File: config.mk
export PLATFORM = sky130hd
export DESIGN_NAME = mem_arbiter
export DESIGN_NICKNAME = d
export VERILOG_FILES = /design/src/rtl/lc3b_types.sv /design/src/rtl/mem_arbiter.sv
export SDC_FILE = /design/constraint.sdc
export NUM_CORES = 1
export LEC_CHECK = 0
export CAP_MARGIN = 15
export CORE_AREA = 5 5 269 271
export DETAILED_ROUTE_END_ITERATION = 10
export DIE_AREA = 0 0 274 276
export DONT_BUFFER_PORTS = 1
export PLACE_DENSITY = 0.3
export SYNTH_ARGS = -nofsm -noshare
export SYNTH_HDL_FRONTEND = slang
export SYNTH_SLANG_ARGS = --single-unit
export TNS_END_PERCENT = 50
File: constraint.sdc
create_clock -name clk -period 3 [get_ports clk]
set_input_delay 0.6 -clock clk [delete_from_list [all_inputs] [get_ports clk]]
set_output_delay 0.6 -clock clk [all_outputs]
set_load 0.05 [all_outputs]
File: src/rtl/lc3b_types.sv
// Shared word/line types and the memory-arbiter state encodings.
package lc3b_types;

    localparam int unsigned WORD_WIDTH = 16;
    localparam int unsigned LINE_BITS  = 128;

    typedef logic [WORD_WIDTH-1:0] lc3b_word;
    typedef logic [LINE_BITS-1:0]  lc3b_line;

    typedef enum logic [1:0] {
        IDLE    = 2'd0,
        SERVE_I = 2'd1,
        SERVE_D = 2'd2
    } arb_state_t;

    typedef enum logic {
        GRANT_I = 1'b0,
        GRANT_D = 1'b1
    } grant_t;

endpackage

File: src/rtl/mem_arbiter.sv
// Round-robin arbiter sharing one physical-memory port between the I-cache and D-cache.
// The pmem side is a combinational mux of the granted cache; only state and last_grant are registers.
module mem_arbiter
    import lc3b_types::*;
#(
    parameter int unsigned ADDR_WIDTH = 16,
    parameter int unsigned LINE_WIDTH = 128
) (
    input  logic                  clk,
    input  logic                  rst,

    input  logic                  icache_read,
    input  logic [ADDR_WIDTH-1:0] icache_address,
    output logic [LINE_WIDTH-1:0] icache_rdata,
    output logic                  icache_resp,

    input  logic                  dcache_read,
    input  logic                  dcache_write,
    input  logic [ADDR_WIDTH-1:0] dcache_address,
    input  logic [LINE_WIDTH-1:0] dcache_wdata,
    output logic [LINE_WIDTH-1:0] dcache_rdata,
    output logic                  dcache_resp,

    output logic                  pmem_read,
    output logic                  pmem_write,
    output logic [ADDR_WIDTH-1:0] pmem_address,
    output logic [LINE_WIDTH-1:0] pmem_wdata,
    input  logic [LINE_WIDTH-1:0] pmem_rdata,
    input  logic                  pmem_resp
);

    arb_state_t state;
    arb_state_t state_next;
    grant_t     last_grant;
    grant_t     last_grant_next;

    logic i_req;
    logic d_req;

    assign i_req = icache_read;
    assign d_req = dcache_read | dcache_write;

    // Read data fans out to both caches; each resp qualifies its copy.
    assign icache_rdata = pmem_rdata;
    assign dcache_rdata = pmem_rdata;

    always_ff @(posedge clk) begin
        if (rst) begin
            state      <= IDLE;
            last_grant <= GRANT_D;
        end else begin
            state      <= state_next;
            last_grant <= last_grant_next;
        end
    end

    // Every SERVE_x exits through IDLE, giving memory a low-strobe cycle between transactions.
    always_comb begin
        state_next      = state;
        last_grant_next = last_grant;
        pmem_read       = 1'b0;
        pmem_write      = 1'b0;
        pmem_address    = '0;
        pmem_wdata      = '0;
        icache_resp     = 1'b0;
        dcache_resp     = 1'b0;

        case (state)
            IDLE: begin
                if (i_req && (!d_req || last_grant == GRANT_D)) begin
                    state_next      = SERVE_I;
                    last_grant_next = GRANT_I;
                end else if (d_req) begin
                    state_next      = SERVE_D;
                    last_grant_next = GRANT_D;
                end
            end

            SERVE_I: begin
                pmem_read    = icache_read;
                pmem_address = icache_address;
                icache_resp  = pmem_resp;
                if (pmem_resp || !i_req) begin
                    state_next = IDLE;
                end
            end

            SERVE_D: begin
                pmem_write   = dcache_write;
                pmem_read    = dcache_read & ~dcache_write;
                pmem_address = dcache_address;
                pmem_wdata   = dcache_wdata;
                dcache_resp  = pmem_resp;
                if (pmem_resp || !d_req) begin
                    state_next = IDLE;
                end
            end

            default: begin
                state_next = IDLE;
            end
        endcase
    end

endmodule

==> run_1/gates.png <==
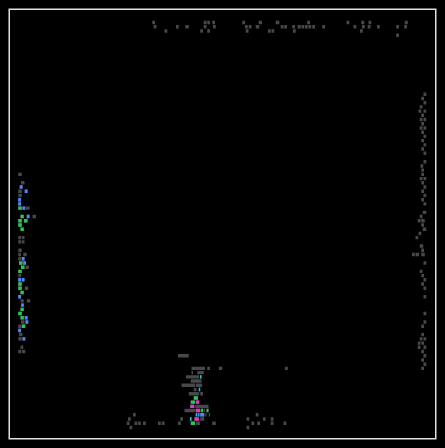
[blue] nor cells | cells: 18 | most used: nor2b_1
[cyan] inv cells | cells: 4 | most used: inv_1 | where: south
[green] aoi and oai cells | cells: 21 | most used: a22oi_1
[magenta] non-inverting ao/oa cells | cells: 4 | where: south

==> run_1/clock_nets.png <==
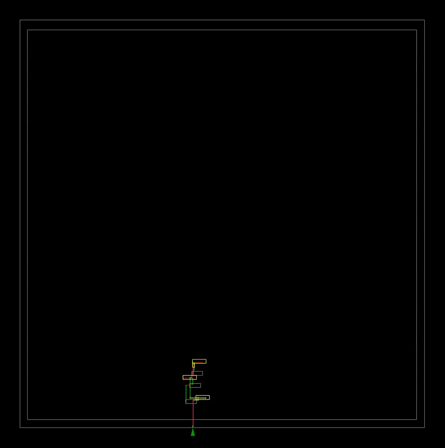
number of flip-flops and latches: 3
clock sink count: 3
TritonCTS Buffers: 3
clkbuf count: 4
clock skew after layout: 0.000130 ns

==> out/metrics.yaml, run 1 <==
synthesis:
  post-synth-top-area-fraction_pct: 58.5
  synth_xor_xnor_area_share_pct: 0
  synth-main-ff-cell: "sky130_fd_sc_hd__dfxtp_1"
  ys.flops: 3
  syn_area_per_cell_um2: 7.04
  yosysUniqueCellTypes: 24
  yosys-dominant-comb-family: "buffers and inverters"
  ys.warnings.count: 0
  portion_of_netlist_area_occupied_by_mux_cells_pct: 0
  post_synth_instance_area_um2: 3290
placement:
  preCtsSetupSlack_ns: 0.542
  buffer_ports.inserted: 0
  placed_cells_incl_taps: 1160
timing:
  setup-tns-final_ns: 0
  min_period_ns: 2.67
clocking:
  clkLatencyLatePin_ns: 0.22
  tritoncts_clock_tree: "built"
  hold_buffers: 0
  clk_transition_reported_paths_ns: 0.03
  cts_max_level: 1
  cts.repair.resized: 0
layout:
  lay_top_cells: "sky130_fd_sc_hd__and2_1, sky130_fd_sc_hd__buf_4, sky130_fd_sc_hd__a22oi_1, sky130_fd_sc_hd__nor2b_1, sky130_fd_sc_hd__inv_1"
  final_common_cell: "sky130_fd_sc_hd__and2_1"
  num-fill-cells: 8282
grt:
  grt.total_usage_pct: 3.14
  use_met2_pct: 4.79
  grt_overflow: 0
  top_usage_layer: "met2"
  grt_util_met3_pct: 2.76
die:
  floorplan.io_pins: 698
  floorplan.die_area_um2: 75600
  placeable_core_region_um2: 69500
route:
  route.met2.wl_mm: 5.99
  ant_nets: 0
  highest-signal-layer: "met4"
  first_iter_violations: 47
setup_path:
  worstPathBufferInverterCount: 2
  worstPathCellList: "inv_1 > ha_4 > buf_12 > and2_1"
  worst_path_dominant_cell_family: "simple AND/OR/NAND/NOR gates"
  worst_setup_path_start_kind: "register"
  timing.critical_path.arrival_ns: 2.07
  critPathCaptureType: "primary output"
run_status:
  status: "finished clean"
==> run_1/floorplan.png <==
Pins as bars on the die edge.
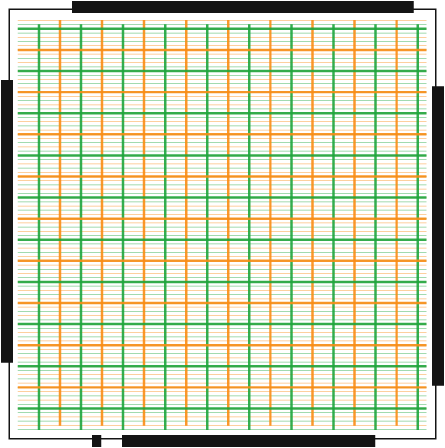
[green] VSS
[orange] VDD
met5 straps: 19
met4 straps: 19
rows: 97
met1 rails: 98
signal pins: 698
die span in x: 274 um
height of the die: 276 um
worst vdd rail ir drop: 0.000145 V

==> run 1: flip-flops by register name, summed over array words and instances, names as in the netlist <==
register	flops
last_grant	1
state	2
==> run 1: area by class of cell <==
cell class / count / area share [%]
well taps: 940 / 42.2
diodes: 4 / 0.360
clock buffers: 4 / 2.83
flip-flops and latches: 3 / 2.16
multi-input cells: 185 / 43.9
inverters: 4 / 0.539
repair buffers: 28 / 8.00
==> run 1: worst paths after layout <==
path,start,end,slack [ns]
min,rst,last_grant,0.47
max,state[0],pmem_wdata[48],0.33
min reg2reg,state[0],state[0],0.51
max reg2reg,state[1],state[1],1.04
==> run 1: report_power, final <==
group          switching [mW]  internal [mW]  total, mW
sequential            0.00488         0.0456     0.0504
clock                  0.0363          0.175      0.212
combinational           0.686          0.149      0.835
total                   0.727          0.370       1.10
## Run 2: what changed since run 1
- SLEW_MARGIN: not set -> 20
==> run_2/gates.png <==
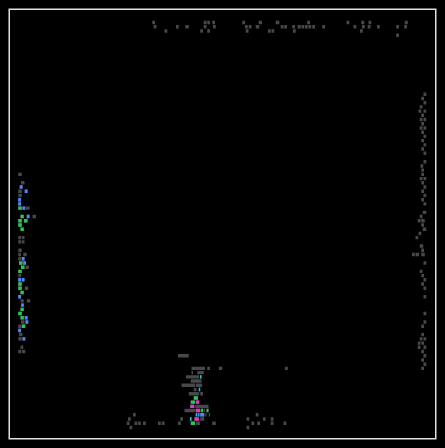
[magenta] non-inverting ao/oa cells | cells: 4 | where: south
[cyan] inv cells | cells: 4 | most used: inv_1 | where: south
[blue] nor cells | cells: 18 | most used: nor2b_1
[green] aoi and oai cells | cells: 21 | most used: a22oi_1
combinational share of cell area: 43.9%
number of non-filler instances in the completed layout: 1,168

==> out/metrics.yaml, run 2 <==
run_status:
  status: "finished clean"
power:
  power_frac_comb_pct: 76.1
  maxPowerGroup: "combinational cells"
  pwr-share-seq_pct: 4.6
  cellInternalPower_mw: 0.370
  comb_power_mw: 0.835
  p_switching_mw: 0.727
  p_seq_mw: 0.0504
  power.share.switching_pct: 66.3
  power_frac_clock_pct: 19.3
synthesis:
  synth_xor_xnor_area_share_pct: 0
  yosys-dominant-comb-family: "buffers and inverters"
  synth-main-ff-cell: "sky130_fd_sc_hd__dfxtp_1"
  syn_area_per_cell_um2: 7.04
  post-synth-top-area-fraction_pct: 58.5
  post_synth_instance_area_um2: 3290
  portion_of_netlist_area_occupied_by_mux_cells_pct: 0
  yosysUniqueCellTypes: 24
  ys.flops: 3
  ys.warnings.count: 0
worst_hold_path:
  holdPathEnd: "last_grant"
  worstHoldStart: "rst"
clocking:
  cts.repair.resized: 0
  hold_buffers: 0
  tritoncts_clock_tree: "built"
  cts_buffers: 3
  clk_transition_reported_paths_ns: 0.03
setup_path:
  r2r_slack_ns: 1.04
  setup.worst_path.end: "pmem_wdata[48]"
  worst_setup_path_start_kind: "register"
  startpoint: "state[0]"
  worst-setup-path-type: "register to primary output"
  critPathCaptureType: "primary output"
  worstPathCellList: "inv_1 > ha_4 > buf_12 > and2_1"
  timing.rr.start: "state[1]"
  r2r_path_end: "state[1]"
  timing.critical_path.arrival_ns: 2.07
  worst_path_dominant_cell_family: "simple AND/OR/NAND/NOR gates"
die:
  chipHeight_um: 276
  floorplan.io_pins: 698
  floorplan.die_area_um2: 75600
  placeable_core_region_um2: 69500
  die_span_in_x_um: 274
layout:
  drive_gt1_share_pct: 15.6
  lay_top_cells: "sky130_fd_sc_hd__and2_1, sky130_fd_sc_hd__buf_4, sky130_fd_sc_hd__a22oi_1, sky130_fd_sc_hd__nor2b_1, sky130_fd_sc_hd__inv_1"
  largest_reg_flops: 2
  top_regs: "state x2, last_grant x1"
  num-fill-cells: 8282
timing:
  setup-tns-final_ns: 0
  fin_skew_ns: 0.000130
  min_period_ns: 2.67
grt:
  grt.total_usage_pct: 3.14
  grt_max_degree: 100
  grt_overflow: 0
placement:
  buffer_ports.inserted: 0
  placed_cells_incl_taps: 1160
  preCtsSetupSlack_ns: 0.542
route:
  first_iter_violations: 47
  ant_nets: 0
==> run_2/clock_nets.png <==
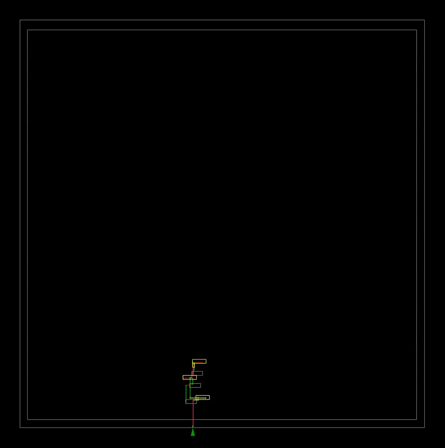
clock latency reported for the late side of the worst-skew pair: 0.22 ns
power attributed to the clock group: 0.212 mW

[run 2: cell counts after synthesis]
No cell type changed its count.
[run 2: cell type report]
cell class	instances	area [um^2]	area share, %
Sequential cell	3	60.1	2.16
Clock buffer	4	78.8	2.83
Tap cell	940	1180	42.2
Antenna cell	4	10.0	0.360
Inverter	4	15.0	0.539
Timing Repair Buffer	28	223	8.00
Multi-Input combinational cell	185	1220	43.9
[run 2: per-stage QoR]
step | cell area [um^2] | power, mW
floorplan | 3290 | 1.69
global placement | 2700 | 0.891
detailed placement | 2700 | 0.895
CTS | 2770 | 1.11
global route | 2780 | 1.14
finish | 2780 | 1.10
[run 2: per-layer routing]
metal / global-route usage, % / share of wire [%]
met1: 2.49 / 26
met2: 4.79 / 43
met4: 2.60 / 8.7
met3: 2.76 / 23
met5: 0 / 0
Power is estimated from default activity; no workload was simulated.
